## config.mk

```make
export PLATFORM = sky130hd
export DESIGN_NAME = alu_pipe_mc
export DESIGN_NICKNAME = d
export VERILOG_FILES = /design/src/rtl/alu_pipe_mc.sv
export SDC_FILE = /design/constraint.sdc
export NUM_CORES = 1
export LEC_CHECK = 0
export ABC_AREA = 1
export CORE_AREA = 2 2 241 243
export CTS_BUF_LIST = sky130_fd_sc_hd__clkbuf_4 sky130_fd_sc_hd__clkbuf_8 sky130_fd_sc_hd__clkbuf_16
export DETAILED_ROUTE_END_ITERATION = 10
export DIE_AREA = 0 0 243 245
export PLACE_DENSITY = 0.64
export SETUP_SLACK_MARGIN = 0.15
export SLEW_MARGIN = 15
export SYNTH_ARGS = -nofsm -noshare
export SYNTH_HDL_FRONTEND = slang
export SYNTH_SLANG_ARGS = --single-unit
```

## constraint.sdc

```tcl
create_clock -name clk -period 6.5 [get_ports clk]
set_input_delay 1.3 -clock clk [delete_from_list [all_inputs] [get_ports clk]]
set_output_delay 1.3 -clock clk [all_outputs]
set_load 0.02 [all_outputs]
```

## src/rtl/alu_pipe_mc.sv

```systemverilog
`default_nettype none
// ============================================================================
// Module      : alu_pipe_mc
// Description : Sequential ALU with a valid/ready handshake on both sides.
//               Single-cycle ops (ADD/SUB/AND/OR/SLT/NOT/NOR) complete on
//               the accept edge; MUL iterates shift-add for WIDTH cycles.
//               The result is held until the consumer takes it; illegal
//               opcodes return zero with the err flag set.
// Revision    : 1.0 - initial release
// ============================================================================
module alu_pipe_mc #(
    parameter int WIDTH = 32,
    parameter int CNT_W = $clog2(WIDTH) + 1
) (
    input  logic             clk,
    input  logic             rst,
    input  logic             in_valid,
    output logic             in_ready,
    input  logic [3:0]       op,
    input  logic [WIDTH-1:0] a,
    input  logic [WIDTH-1:0] b,
    output logic             out_valid,
    input  logic             out_ready,
    output logic [WIDTH-1:0] result,
    output logic             carry_out,
    output logic             err
);

    // Opcode encodings
    localparam logic [3:0] c_OP_ADD = 4'd1;
    localparam logic [3:0] c_OP_SUB = 4'd3;
    localparam logic [3:0] c_OP_AND = 4'd4;
    localparam logic [3:0] c_OP_MUL = 4'd6;
    localparam logic [3:0] c_OP_OR  = 4'd8;
    localparam logic [3:0] c_OP_SLT = 4'd10;
    localparam logic [3:0] c_OP_NOT = 4'd13;
    localparam logic [3:0] c_OP_NOR = 4'd15;

    localparam logic [CNT_W-1:0] c_MUL_ITERS = CNT_W'(WIDTH);

    typedef enum logic [1:0] {
        S_IDLE = 2'd0,
        S_MUL  = 2'd1,
        S_DONE = 2'd2
    } state_t;

    state_t                 r_state;
    logic                   r_out_valid;
    logic [WIDTH-1:0]       r_result;
    logic                   r_carry;
    logic                   r_err;
    logic [2*WIDTH-1:0]     r_mcand;
    logic [WIDTH-1:0]       r_mplier;
    logic [2*WIDTH-1:0]     r_acc;
    logic [CNT_W-1:0]       r_cnt;

    logic                   w_accept;
    logic [WIDTH:0]         w_add;
    logic [WIDTH:0]         w_sub;
    logic [WIDTH-1:0]       w_res;
    logic                   w_carry;
    logic                   w_err;
    logic [2*WIDTH-1:0]     w_acc_next;

    // A new op can enter when idle, or when the held result leaves this same edge
    assign in_ready  = (r_state == S_IDLE) || ((r_state == S_DONE) && out_ready);
    assign w_accept  = in_valid && in_ready;

    assign out_valid = r_out_valid;
    assign result    = r_result;
    assign carry_out = r_carry;
    assign err       = r_err;

    // Carry is bit WIDTH of the extended sum; for SUB it is the no-borrow flag
    assign w_add = {1'b0, a} + {1'b0, b};
    assign w_sub = {1'b0, a} + {1'b0, ~b} + {{WIDTH{1'b0}}, 1'b1};

    // One shift-add step: add the shifted multiplicand when the current multiplier bit is set
    assign w_acc_next = r_mplier[0] ? (r_acc + r_mcand) : r_acc;

    // Single-cycle result decode; MUL is handled by the iterative path
    always_comb begin
        w_res   = '0;
        w_carry = 1'b0;
        w_err   = 1'b0;
        case (op)
            c_OP_ADD: begin
                w_res   = w_add[WIDTH-1:0];
                w_carry = w_add[WIDTH];
            end
            c_OP_SUB: begin
                w_res   = w_sub[WIDTH-1:0];
                w_carry = w_sub[WIDTH];
            end
            c_OP_AND: w_res = a & b;
            c_OP_OR:  w_res = a | b;
            c_OP_SLT: w_res = {{(WIDTH-1){1'b0}}, (a < b)};
            c_OP_NOT: w_res = ~a;
            c_OP_NOR: w_res = ~(a | b);
            c_OP_MUL: w_res = '0;
            default:  w_err = 1'b1;
        endcase
    end

    // Control FSM and datapath registers; accepting has priority so DONE can chain back-to-back
    always_ff @(posedge clk or posedge rst) begin
        if (rst) begin
            r_state     <= S_IDLE;
            r_out_valid <= 1'b0;
            r_result    <= '0;
            r_carry     <= 1'b0;
            r_err       <= 1'b0;
            r_mcand     <= '0;
            r_mplier    <= '0;
            r_acc       <= '0;
            r_cnt       <= '0;
        end else if (w_accept) begin
            if (op == c_OP_MUL) begin
                r_mcand     <= {{WIDTH{1'b0}}, a};
                r_mplier    <= b;
                r_acc       <= '0;
                r_cnt       <= '0;
                r_out_valid <= 1'b0;
                r_state     <= S_MUL;
            end else begin
                r_result    <= w_res;
                r_carry     <= w_carry;
                r_err       <= w_err;
                r_out_valid <= 1'b1;
                r_state     <= S_DONE;
            end
        end else begin
            case (r_state)
                S_MUL: begin
                    if (r_cnt == c_MUL_ITERS) begin
                        // All partial products summed: publish the low half, flag overflow from the high half
                        r_result    <= r_acc[WIDTH-1:0];
                        r_carry     <= |r_acc[2*WIDTH-1:WIDTH];
                        r_err       <= 1'b0;
                        r_out_valid <= 1'b1;
                        r_state     <= S_DONE;
                    end else begin
                        r_acc    <= w_acc_next;
                        r_mcand  <= r_mcand << 1;
                        r_mplier <= r_mplier >> 1;
                        r_cnt    <= r_cnt + 1'b1;
                    end
                end
                S_DONE: begin
                    if (out_ready) begin
                        r_out_valid <= 1'b0;
                        r_state     <= S_IDLE;
                    end
                end
                default: r_state <= S_IDLE;
            endcase
        end
    end

endmodule
`default_nettype wire
```

Figure 1. Met3 routing.
Scale bar: 50 um.
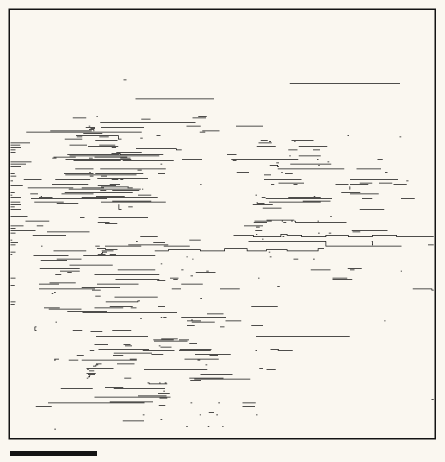
share of all routed wire: 6.0%
wire length on this layer: 4280 um
main direction: horizontal
longest straight run: 65.8 um
nets with wire on the layer: 264
number of vias in the routed layout: 20900
Detailed Route WL: 71500 um
GR Layer Usage met3: 2.22%

Figure 2. Routed metal, one color a layer.
Scale bar: 50 um.
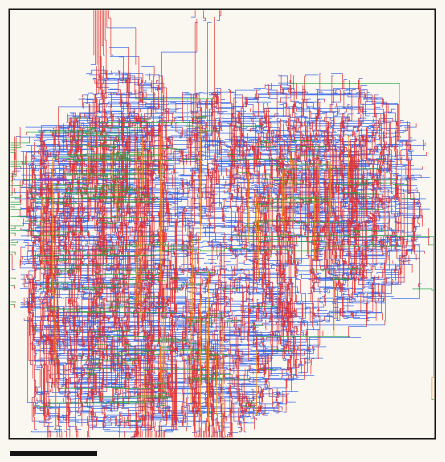
legend:
  orange:
    layer: M4
    wire_length: 2580 um
  purple:
    layer: M5
    wire_length: 13.8 um
  green:
    layer: M3
    wire_length: 4280 um
  blue:
    layer: M1
    wire_length: 32.5 mm
  red:
    layer: M2
    wire_length: 32.2 mm
overall global routing resource usage: 23.7%
average wire length per cell after detail routing: 17.7 um

Figure 3. Cell placement.
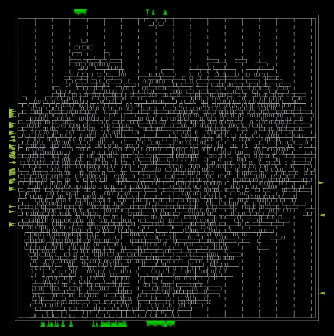
number of inserted filler cells in the final layout: 6318
number of standard-cell rows in the floorplan: 88

## cell usage after synthesis, types with 5 or more instances
cell and count:
inv_2 9, o21ai_0 146, clkbuf_1 34, buf_4 8, a2bb2oi_1 13, a31oi_1 65
a21oi_1 213, ha_1 171, a211oi_1 13, o221ai_1 10, o211ai_1 6, nor2_1 324
nor2_2 6, nand2_1 945, dfrtp_1 203, o21a_1 7, inv_1 522, o21ai_1 7
xnor2_1 5, o21bai_1 24, a21boi_1 7, nand3b_1 6, buf_2 47, nor3_1 41
o22ai_1 50, and3_1 8, a21boi_0 10, a221oi_1 5, nand4_1 24, nand3_1 209
nor4_1 7, or2_1 13
## placed cells by master (no fill, tap or decap), types with 50 or more instances in the layout
cell / n
o21ai_0: 146
clkdlybuf4s50_1: 107
dfrtp_1: 203
a21oi_1: 213
ha_1: 171
nand3_1: 209
o22ai_1: 50
nor2_1: 324
inv_1: 521
nand2_1: 945
a31oi_1: 65
## state kept, by name, indices dropped and copies added (netlist names)
name	count
r_acc	64
r_mcand	64
r_mplier	32
result	32
r_cnt	6
r_state	2
carry_out	1
err	1
out_valid	1
## worst min-delay path by stage
stage                  from      endpoint  slack (ps)  cells past startpoint
2_1_floorplan  r_mplier[31]  r_mplier[31]         450                      2
3_3_place_gp      r_acc[58]     r_acc[58]         500                      2
3_5_place_dp      r_acc[43]     r_acc[43]         500                      2
4_1_cts           r_acc[43]     r_acc[43]         520                      2
5_1_grt           r_acc[14]     r_acc[14]         530                      2
6_report          r_acc[43]     r_acc[43]         510                      2
## critical path: stages, from the launching register on
cell and delay, ps:
dfrtp_1 410, inv_1 60, ha_1 190, nand3_1 100, nand2_2 440, nor2_2 220
buf_4 430, inv_2 340, nand2_1 640, inv_2 570, a32o_1 390
==> writeup.txt <==
The layer flagged by global routing as most heavily used is met2. The internal reg-to-reg setup slack is 2550 ps. Summed over all instances, the cell type with the most area after synthesis is dfrtp_1. A synthesized cell averages 6.17 um^2. The clock input transition at the sequential cells of the worst setup and hold paths was 60 ps; the sequential share of power was 28.2%. Port buffering added 107 buffers.

Across all hold checks on the routed design, the worst slack comes to 508 ps. The final report gives the standard cell area, fillers excluded, as 22300 um^2. Entering global routing, the biggest net connects 151 pins. The tools report the routed length on met3 as 4280 um.

Setup repair after global routing left no endpoint under its margin. The run gives 3497 as the final-stage net count. The sequential cell count was 203; the adder-cell area share of the yosys netlist was 11.1%.

The logs give 1 for the initial antenna violation count and 0.206 mV for the largest voltage drop on the vdd net. Leaving out filler cells and counting taps, the final layout contains 4034. For the worst reg-to-reg path, the endpoint reported by OpenROAD is r_acc[11]. The synthesized cell area was 19800 um^2; the areal power density over the cells was 387 nW/um^2. Summing the areas of all and, or, nand and nor instances in the mapped netlist gives 33.2% of the synthesized area. The capture point of the critical path was reported as r_acc[11]. The ratio of cells with drive above 1 in the final layout works out to 2.57%. The tools report the relative slew slack as 38.7%. The critical path class was flip-flop to flip-flop. Synthesis produced 3200 cells. CTS reports a maximum clock tree buffer depth of 3. According to the floorplan report, the die height is 245 um. The upper clock frequency limit is 0.253 GHz, and the number of non-clock inverters in the layout is 532.

The post-synthesis xor/xnor area fraction was 0.355%. The final layout report lists a non-clock buffer count of 118. The dominant register cell was dfrtp_1. The run gives 57000 um^2 as the total core area. In this run the count of I/O pins placed on the die edge is 108. The number of global-route vias before repair is 19800. The clock period could shrink to 3950 ps. The share of synthesized area in the top cell type comes to 25.7%. Mux share of post-synthesis cell area: 0%. The tools report the root cell of the clock tree as clkbuf_16.

The total overflow left after global routing is 0. The logs give a warning total of 107. The run gives 39.1% for the post-route core utilization. H-tree depth reported by CTS: 1. The part of the cycle the worst path needs came out at 60.8%. STA classifies the critical path startpoint as a flip-flop.

Overall power after layout: 0.00863 W. In the post-route analysis, the smallest setup slack over all paths is 2550 ps. The pre-CTS setup check shows a worst slack of 2140 ps. Wire length of the first global-routing pass: 112000 um. According to the timing report, the critical path is launched from r_cnt[0].

The run gives 2371 as the number of logic gates. The compound-gate portion of the synthesized area works out to 17.3%. The run gives 25 for the number of buffers created by CTS. The proportion of final cell area spent on non-clock buffers is 5.29%. According to the floorplan report, the total die area is 59500 um^2. The multi-input logic portion of the cell area is 54.9%, and the wire length on met2 is 32200 um. The width of the die was 243 um. Looking at the post-CTS report, the setup buffer insertion count equals 0. The run gives 38.6% for the met2 capacity usage during global routing. The clock network fraction of design power was 16.1%. Once placement completed, the tool counted placed cells totaling 3989.

Counting flops with a built-in enable in the synthesized netlist gives 0. The pre-antenna-repair detailed-routing pass consisted of 6 iterations. The run gives 0.00481 W for the power consumed by combinational cells.

The run gives 0 as the post-CTS resize count. With the number of tapcells at 765, the sum of negative setup slack is 0 ps. The depth of the worst register-to-register path works out to 10. Number of diodes: 1.

Largest family of logic cells by area: simple AND/OR/NAND/NOR gates. The first routing iteration left 1839 violations. The data arrival time reported for the critical path is 4380 ps. The class occupying the most area after layout is reported as multi-input combinational cells.

In this run the static leakage power is 11.3 nW. In the final layout, flip-flops and latches occupy 5080 um^2. In the Yosys report the total cell count is 3200. The post-detailed-route count of antenna-violating nets was 0. The highest fanout seen on the critical path was 50; the transition time of the tightest slew-check pin was 920 ps.

TritonCTS built the clock tree. Power attributed to sequential cells is 0.00244 W. Per the detail_route log, the uppermost layer with routed signals is met5. The main area contributors are dfrtp_1, nand2_1, ha_1. Internal power component: 0.00436 W. STA classifies the critical path endpoint as a flip-flop.

At the later pin of the worst-skew pair, clock insertion delay measures 540 ps. Met1 layer wirelength in the final routing: 32500 um. The flow ran to the end, and the final reports show no timing, DRC or antenna violations. Summed over all nets, the switching power comes to 0.00427 W. Net switching is 49.5% of the power. The run gives 33.0% as the met1 capacity usage during global routing. The run gives 19800 um^2 as the total cell area reported by yosys after synthesis. The power group with the highest consumption is combinational cells.

The clock tree cell share of total cell area was 3.66%; the number of maximum-capacitance constraint violations was 0. Area of combinational cells with multiple inputs: 12200 um^2. In this run the worst hold path is classified as flip-flop to flip-flop.

The tools report the effective utilization at floorplan as 34.6%. The logs give 25.7% for the sequential-to-total area share from yosys stat and 13.7 ps for the worst-case clock skew. The signed area change from the synthesized netlist to the final layout was 12.8%. The power report attributes to the combinational group a share of 55.7%. The routed layout reports a DRC error count of 0.
Power is estimated from default activity; no workload was simulated.
